==> src/rtl/scalu_pipe.sv <==
// scalu_pipe: pipelined scalar ALU between exers and wb, 1..4 stages.
// Define SCALU_OVF_TRAP_EN to flag signed ADD/SUB overflow (ecause 12).
module scalu_pipe #(
    parameter int XLEN    = 32,
    parameter int DEPTH   = 1,
    parameter int ROBID_W = 7,
    parameter int RD_W    = 6
) (
    input  logic               clk,
    input  logic               rst,
    input  logic               exers_scalu_issue,
    input  logic [4:0]         exers_scalu_op,
    input  logic [ROBID_W-1:0] exers_robid,
    input  logic [RD_W-1:0]    exers_rd,
    input  logic [XLEN-1:0]    exers_op1,
    input  logic [XLEN-1:0]    exers_op2,
    output logic               scalu_stall,
    output logic               scalu_valid,
    output logic               scalu_error,
    output logic [4:0]         scalu_ecause,
    output logic [ROBID_W-1:0] scalu_robid,
    output logic [RD_W-1:0]    scalu_rd,
    output logic [XLEN-1:0]    scalu_result,
    input  logic               wb_scalu_stall,
    input  logic               rob_flush
);
    localparam int SHW  = $clog2(XLEN);
    localparam int LAST = DEPTH - 1;

    logic [DEPTH-1:0]   vld_q;
    logic [DEPTH-1:0]   vld_d;
    logic [DEPTH-1:0]   adv;
    logic               accept;

    logic [4:0]         op_q;
    logic [ROBID_W-1:0] robid0_q;
    logic [RD_W-1:0]    rd0_q;
    logic [XLEN-1:0]    op1_q;
    logic [XLEN-1:0]    op2_q;

    logic [XLEN-1:0]    sum;
    logic               lt_s;
    logic               lt_u;
    logic [SHW-1:0]     shamt;
    logic [XLEN-1:0]    alu_res;
    logic               alu_err;
    logic               last_err;

    // A stage is blocked only if every later stage is full and wb stalls
    always_comb begin
        logic blk;
        adv = '0;
        for (int i = 0; i < DEPTH; i++) begin
            blk = wb_scalu_stall;
            for (int j = i + 1; j < DEPTH; j++) begin
                blk = blk & vld_q[j];
            end
            adv[i] = vld_q[i] & ~blk;
        end
    end

    assign scalu_stall = vld_q[0] & ~adv[0];
    assign accept      = exers_scalu_issue & ~scalu_stall;

    // Next valid per stage: filled from upstream or held while blocked
    always_comb begin
        vld_d    = '0;
        vld_d[0] = accept | (vld_q[0] & ~adv[0]);
        for (int i = 1; i < DEPTH; i++) begin
            vld_d[i] = adv[i-1] | (vld_q[i] & ~adv[i]);
        end
    end

    // Valid bits; flush and reset win over any advance
    always_ff @(posedge clk) begin
        if (rst || rob_flush) begin
            vld_q <= '0;
        end else begin
            vld_q <= vld_d;
        end
    end

    // Stage 0 operand capture on an accepted issue
    always_ff @(posedge clk) begin
        if (accept) begin
            op_q     <= exers_scalu_op;
            robid0_q <= exers_robid;
            rd0_q    <= exers_rd;
            op1_q    <= exers_op1;
            op2_q    <= exers_op2;
        end
    end

    assign sum   = op_q[3] ? (op1_q - op2_q) : (op1_q + op2_q);
    assign lt_s  = $signed(op1_q) < $signed(op2_q);
    assign lt_u  = op1_q < op2_q;
    assign shamt = op2_q[SHW-1:0];

    // Operation decode; op[4] selects the min/max group
    always_comb begin
        alu_res = '0;
        if (op_q[4]) begin
            case (op_q[2:0])
                3'b000:  alu_res = lt_s ? op1_q : op2_q;
                3'b001:  alu_res = lt_s ? op2_q : op1_q;
                3'b010:  alu_res = lt_u ? op1_q : op2_q;
                3'b011:  alu_res = lt_u ? op2_q : op1_q;
                default: alu_res = '0;
            endcase
        end else begin
            unique case (op_q[2:0])
                3'b000: alu_res = sum;
                3'b001: alu_res = op1_q << shamt;
                3'b010: alu_res = {{(XLEN-1){1'b0}}, lt_s};
                3'b011: alu_res = {{(XLEN-1){1'b0}}, lt_u};
                3'b100: alu_res = op_q[3]
                                ? {{(XLEN-1){1'b0}}, op1_q == op2_q}
                                : op1_q ^ op2_q;
                3'b101: alu_res = op_q[3]
                                ? op1_q >> shamt
                                : $unsigned($signed(op1_q) >>> shamt);
                3'b110: alu_res = op1_q | op2_q;
                3'b111: alu_res = op1_q & op2_q;
            endcase
        end
    end

`ifdef SCALU_OVF_TRAP_EN
    // ADD needs equal operand signs, SUB differing ones, then a sign flip
    assign alu_err = ~op_q[4] & (op_q[2:0] == 3'b000)
                   & ((op1_q[XLEN-1] ^ op2_q[XLEN-1]) == op_q[3])
                   & (sum[XLEN-1] != op1_q[XLEN-1]);
`else
    assign alu_err = 1'b0;
`endif

    generate
        if (DEPTH == 1) begin : g_d1
            assign scalu_result = alu_res;
            assign scalu_robid  = robid0_q;
            assign scalu_rd     = rd0_q;
            assign last_err     = alu_err;
        end else begin : g_dn
            logic [XLEN-1:0]    res_q   [1:LAST];
            logic [ROBID_W-1:0] robid_q [1:LAST];
            logic [RD_W-1:0]    rd_q    [1:LAST];
            logic               err_q   [1:LAST];

            // Stage 1 registers the result; later stages shift it along
            always_ff @(posedge clk) begin
                if (adv[0]) begin
                    res_q[1]   <= alu_res;
                    robid_q[1] <= robid0_q;
                    rd_q[1]    <= rd0_q;
                    err_q[1]   <= alu_err;
                end
                for (int i = 2; i <= LAST; i++) begin
                    if (adv[i-1]) begin
                        res_q[i]   <= res_q[i-1];
                        robid_q[i] <= robid_q[i-1];
                        rd_q[i]    <= rd_q[i-1];
                        err_q[i]   <= err_q[i-1];
                    end
                end
            end

            assign scalu_result = res_q[LAST];
            assign scalu_robid  = robid_q[LAST];
            assign scalu_rd     = rd_q[LAST];
            assign last_err     = err_q[LAST];
        end
    endgenerate

    assign scalu_valid  = vld_q[LAST];
    assign scalu_error  = vld_q[LAST] & last_err;
    assign scalu_ecause = scalu_error ? 5'd12 : 5'd0;

endmodule
==> config.mk <==
export PLATFORM = sky130hd
export DESIGN_NAME = scalu_pipe
export DESIGN_NICKNAME = d
export VERILOG_FILES = /design/src/rtl/scalu_pipe.sv
export SDC_FILE = /design/constraint.sdc
export NUM_CORES = 1
export LEC_CHECK = 0
export ABC_AREA = 1
export CAP_MARGIN = 15
export CELL_PAD_IN_SITES_DETAIL_PLACEMENT = 0
export CELL_PAD_IN_SITES_GLOBAL_PLACEMENT = 1
export CORE_AREA = 2 2 188 190
export CTS_CLUSTER_SIZE = 28
export DETAILED_ROUTE_END_ITERATION = 10
export DIE_AREA = 0 0 190 192
export PLACE_DENSITY = 0.95
export SETUP_SLACK_MARGIN = 0.2
export SYNTH_ARGS = -nofsm -noshare
export SYNTH_HDL_FRONTEND = slang
export SYNTH_SLANG_ARGS = --single-unit
==> constraint.sdc <==
create_clock -name clk -period 17.39 [get_ports clk]
set_input_delay 5.217 -clock clk [delete_from_list [all_inputs] [get_ports clk]]
set_output_delay 5.217 -clock clk [all_outputs]
set_load 0.005 [all_outputs]
**Run 1: signal wires by layer**

Two of the layers only.
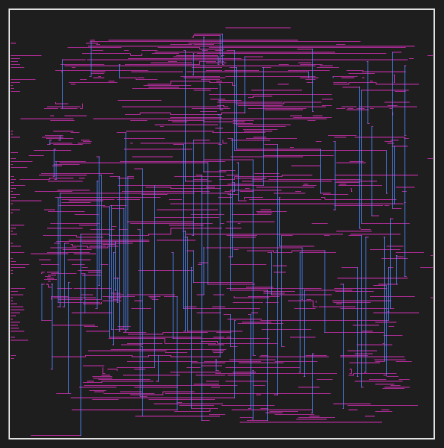
[met4] blue | wire length: 3,970 um
[met3] magenta | wire length: 9,280 um
Vias: 19,400
Routed Wire Length: 78,100 um
Overall Global Routing Usage: 0.424
Avg WL per Cell: 24.4 um

**Run 1: signal wires on met2**

Cells faint in the background.
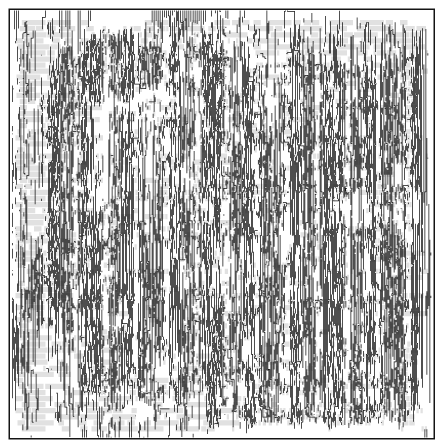
share of all routed wire: 42%
longest straight run: 112 um
nets with wire on the layer: 2,208
main direction: vertical
wire length on this layer: 32.6 mm

**Run 1: cells by drive strength**

Scale bar: 50 um.
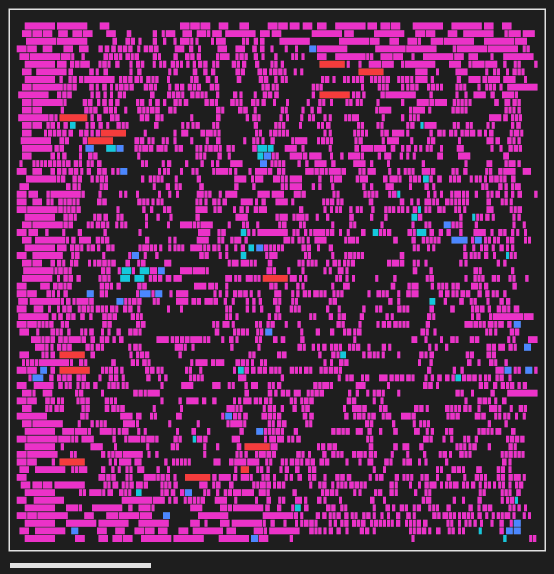
[drive 3 to 4] blue | cells: 32 | share: 1.2% | most used: buf_4
[drive 2] cyan | cells: 31 | share: 1.1% | most used: inv_2
[drive 6 and up] red | cells: 13 | share: 0.47% | most used: clkbuf_16
[drive 1 or less] magenta | cells: 2,662 | share: 97% | most used: nand2_1
Non-Clock Buffer Count: 161
area delta synth->final: 11.4%
design area: 16,700 sq um
setup slack after layout: 5.80 ns

**Run 1: signal wires on met4**

Scale bar: 50 um. Cells faint in the background.
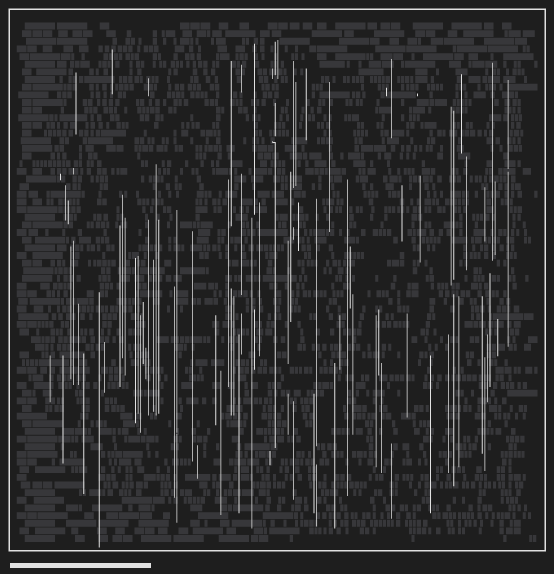
main direction: vertical
longest straight run: 112 um
nets with wire on the layer: 83
wire length on this layer: 3,970 um
share of all routed wire: 5.1%

==> impl_metrics.yaml, run 1 <==
# synthesis and place-and-route metrics
run_status:
  status: "finished, final reports clean"
pwr:
  pg_comb_mw: 0.535
  power_frac_comb: 0.531
  seqPwrFrac: 0.251
  pg_seq_mw: 0.253
  power_per_cell_area_nw_per_um2: 60.5
  p_int_mw: 0.525
  netSwitchingFraction: 0.480
cts:
  clk_path_buf_depth: 2
  root_buffer: "clkbuf_16"
  clk_pin_slew_ns: 0.08
  clock_latency_ns: 0.39
  tritoncts: "done"
  cts_setup_buffers: 0
  cts_made_buffers: 9
sta:
  setup_tns_ns: 0
  skew_ns: 0.0170
  relSlewSlack: 0.222
  tightestPinTransition_ns: 1.17
  whs_ns: 0.666
  period_minus_slack_ns: 11.59
  min_period_over_period: 0.667
  slew_violations: 0
  finalHoldViolations: 0
detailed_routing:
  maxUsedRoutingLayer: "met5"
  initialDrtViolationCount: 2667
  wl_met1_um: 32200
  drc: 0
  dr.pass1.iters: 6
  wl_met2_um: 32600
setup_path:
  r2r_cells: 4
  cp-start-kind: "flip-flop"
  worst-path-stages: 22
  regToRegStartpoint: "scalu_valid"
  crit_top_cell: "nand2_1"
  endpoint_kind: "output pin"
  required_ns: 12.17
  critPathCapture: "scalu_result[26]"
  critPathMaxStageDelay_ns: 0.84
  arrival_ns: 6.38
  worstPathMaxFanout: 72
  critical_path.cell_chain: "buf_4 -> inv_2 -> buf_4 -> ha_1 -> nor2_1 -> nand2_1 -> nand2_1 -> nand2_1 -> nand2_1 -> nand2_1 -> nand2_2 -> nand2_2 -> buf_4 -> nand2_2 -> nand2_2 -> nand2_2 -> nand2_1 -> nand3_1 -> nand3_1 -> nand2_1 -> nand2_1 -> clkdlybuf4s50_1"
grt:
  antenna_found_initial: 2
  met3_usage: 0.0983
  grt_overflow: 0
  use_met2: 0.634
  grt_pass1_wl_um: 114000
  gr-max-usage-layer: "met2"
cells_and_area:
  clock_buffers: 10
  nets: 2919
  comb_area_frac: 0.637
  layout_top_cells: "990 x nand2_1, 519 x nand3_1, 253 x inv_1"
  ff_count: 83
  inverters: 299
  comb.multi_input.count: 2179
  sh_seq_area: 0.149
  fillers: 3733
  antenna_cells: 1
synth:
  mux_share: 0.00201
  synthAoiAreaFrac: 0.126
  flop_cell: "edfxtp_1"
  syn_area_sq_um: 15000
  yosysTopAreaCellShare: 0.248
  logic_family: "simple AND/OR/NAND/NOR gates"
  xor_share: 0.00351
  ys_sh_simple: 0.489
  synth-edff-count: 82
  postSynth.asyncResetShare: 0
  ys_types: 48
  yosys_area_sq_um: 15000
  avgSynthCellArea_sq_um: 5.50
  ys_cells: 2721
floorplanning:
  row_count: 68
  die_x_um: 190
  core_sq_um: 34300
  ioPinCount: 140
  dieArea_sq_um: 36500
job:
  cap_violations: 0
place:
  place.gp.congestion: 1.05
  port_buffers: 133
  dpl.hpwl_um: 60500
  placed_area_sq_um: 16300
  dp.cells: 3177
min_path:
  worstHoldPathCells: 4
**Run 1: clock routing**

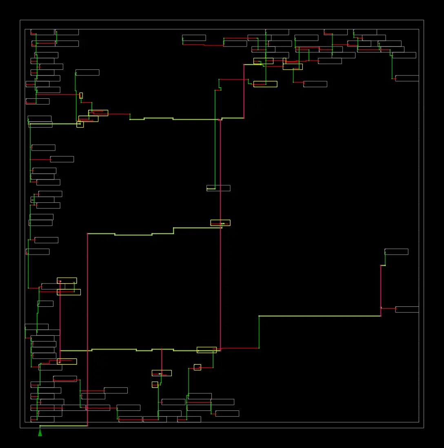

==> run 2, diff against run 1 <==
--- a/config.mk
+++ b/config.mk
@@ -9,11 +9,11 @@
 export CAP_MARGIN = 15
 export CELL_PAD_IN_SITES_DETAIL_PLACEMENT = 0
 export CELL_PAD_IN_SITES_GLOBAL_PLACEMENT = 1
-export CORE_AREA = 2 2 188 190
+export CORE_AREA = 2 2 195 197
 export CTS_CLUSTER_SIZE = 28
 export DETAILED_ROUTE_END_ITERATION = 10
-export DIE_AREA = 0 0 190 192
-export PLACE_DENSITY = 0.95
+export DIE_AREA = 0 0 197 199
+export PLACE_DENSITY = 0.9
 export SETUP_SLACK_MARGIN = 0.2
 export SYNTH_ARGS = -nofsm -noshare
 export SYNTH_HDL_FRONTEND = slang
==> constraint.sdc (replaced) <==
create_clock -name clk -period 11.1 [get_ports clk]
set_input_delay 3.33 -clock clk [delete_from_list [all_inputs] [get_ports clk]]
set_output_delay 3.33 -clock clk [all_outputs]
set_load 0.005 [all_outputs]
**Run 2: clock routing**

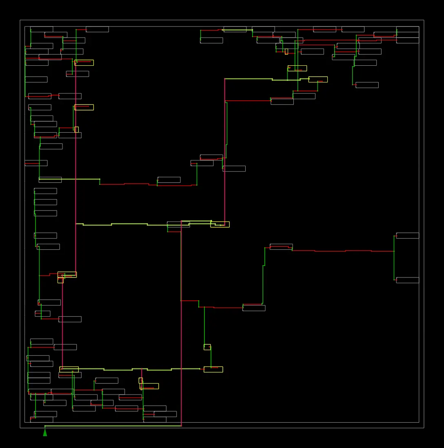
CLK BUF: 9
Clk power: 0.308 mW
Clk Latency, worst-skew pair: 0.41 ns
clock sinks: 83
FFs & Latches: 83

**Run 2: signal wires by layer**

Two of the layers only.
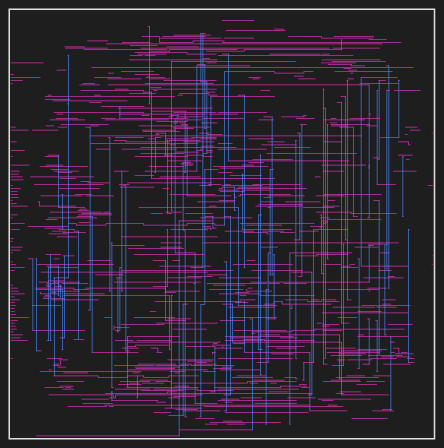
[met4] blue | wire length: 5,180 um
[met3] magenta | wire length: 9,680 um
Overall Global Routing Usage: 0.425
Routed Wire Length: 84,300 um
Vias: 19,700

**Run 2: signal wires on met4**

Scale bar: 50 um. Cells faint in the background.
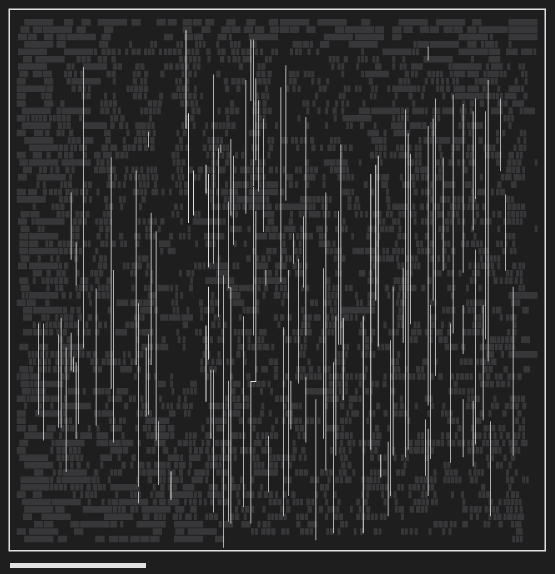
longest straight run: 128 um
wire length on this layer: 5,180 um
main direction: vertical
share of all routed wire: 6.2%
nets with wire on the layer: 94

==> run 2 against run 1 <==
First-iteration DRC count rose by 2.8%. Sequential power up 55%. Synthesized area unchanged. Non-clock buffer count increased by 3. Flip-flop count unchanged. Critical path type unchanged. Largest cell class unchanged. Highest routed layer unchanged.
==> impl_metrics.yaml, run 2 <==
# synthesis and place-and-route metrics
sta:
  relSlewSlack: 0.253
  tightestPinTransition_ns: 1.12
  period_minus_slack_ns: 9.28
  finalHoldViolations: 0
  whs_ns: 0.700
cells_and_area:
  area_delta_synth_final_pct: 11.2
  comb.multi_input.count: 2179
  inverters: 299
  antenna_cells: 0
  n_all_buffers: 164
  sh_seq_area: 0.149
  layout_top_cells: "990 x nand2_1, 520 x nand3_1, 253 x inv_1"
  final_area_sq_um: 16600
synth:
  xor_share: 0.00351
  yosysTopAreaCellShare: 0.248
  synth-edff-count: 82
  ys_types: 48
  synthAoiAreaFrac: 0.126
  logic_family: "simple AND/OR/NAND/NOR gates"
  mux_share: 0.00201
  flop_cell: "edfxtp_1"
  ys_cells: 2721
  ys_sh_simple: 0.489
detailed_routing:
  wl_met2_um: 35500
  wl_per_cell_um: 26.2
  drc: 0
  initialDrtViolationCount: 2741
  maxUsedRoutingLayer: "met5"
cts:
  clk_pin_slew_ns: 0.09
  cts_made_buffers: 9
  cts_setup_buffers: 0
setup_path:
  required_ns: 7.77
  regToRegStartpoint: "scalu_valid"
  crit_top_cell: "nand2_1"
  critical_path.cell_chain: "buf_4 -> inv_1 -> buf_4 -> ha_1 -> nor2_1 -> nand2_1 -> nand2_1 -> nand2_1 -> nand2_1 -> nand2_1 -> nand2_2 -> nand2_2 -> nand2_2 -> nand2_2 -> nand2_2 -> nand2_1 -> nand3_1 -> nand3_1 -> nand2_1 -> nand2_1 -> clkdlybuf4s50_1"
  endpoint_kind: "output pin"
  arrival_ns: 5.95
floorplanning:
  die_x_um: 197
  row_count: 71
pwr:
  pg_comb_mw: 0.866
  power_frac_comb: 0.553
  power_per_cell_area_nw_per_um2: 94.0
  p_int_mw: 0.773
grt:
  met3_usage: 0.0851
  gr-max-usage-layer: "met2"
  antenna_found_initial: 2
job:
  cap_violations: 0
run_status:
  status: "finished, final reports clean"
min_path:
  worstHoldPathCells: 4
Power and IR drop assume default switching activity.
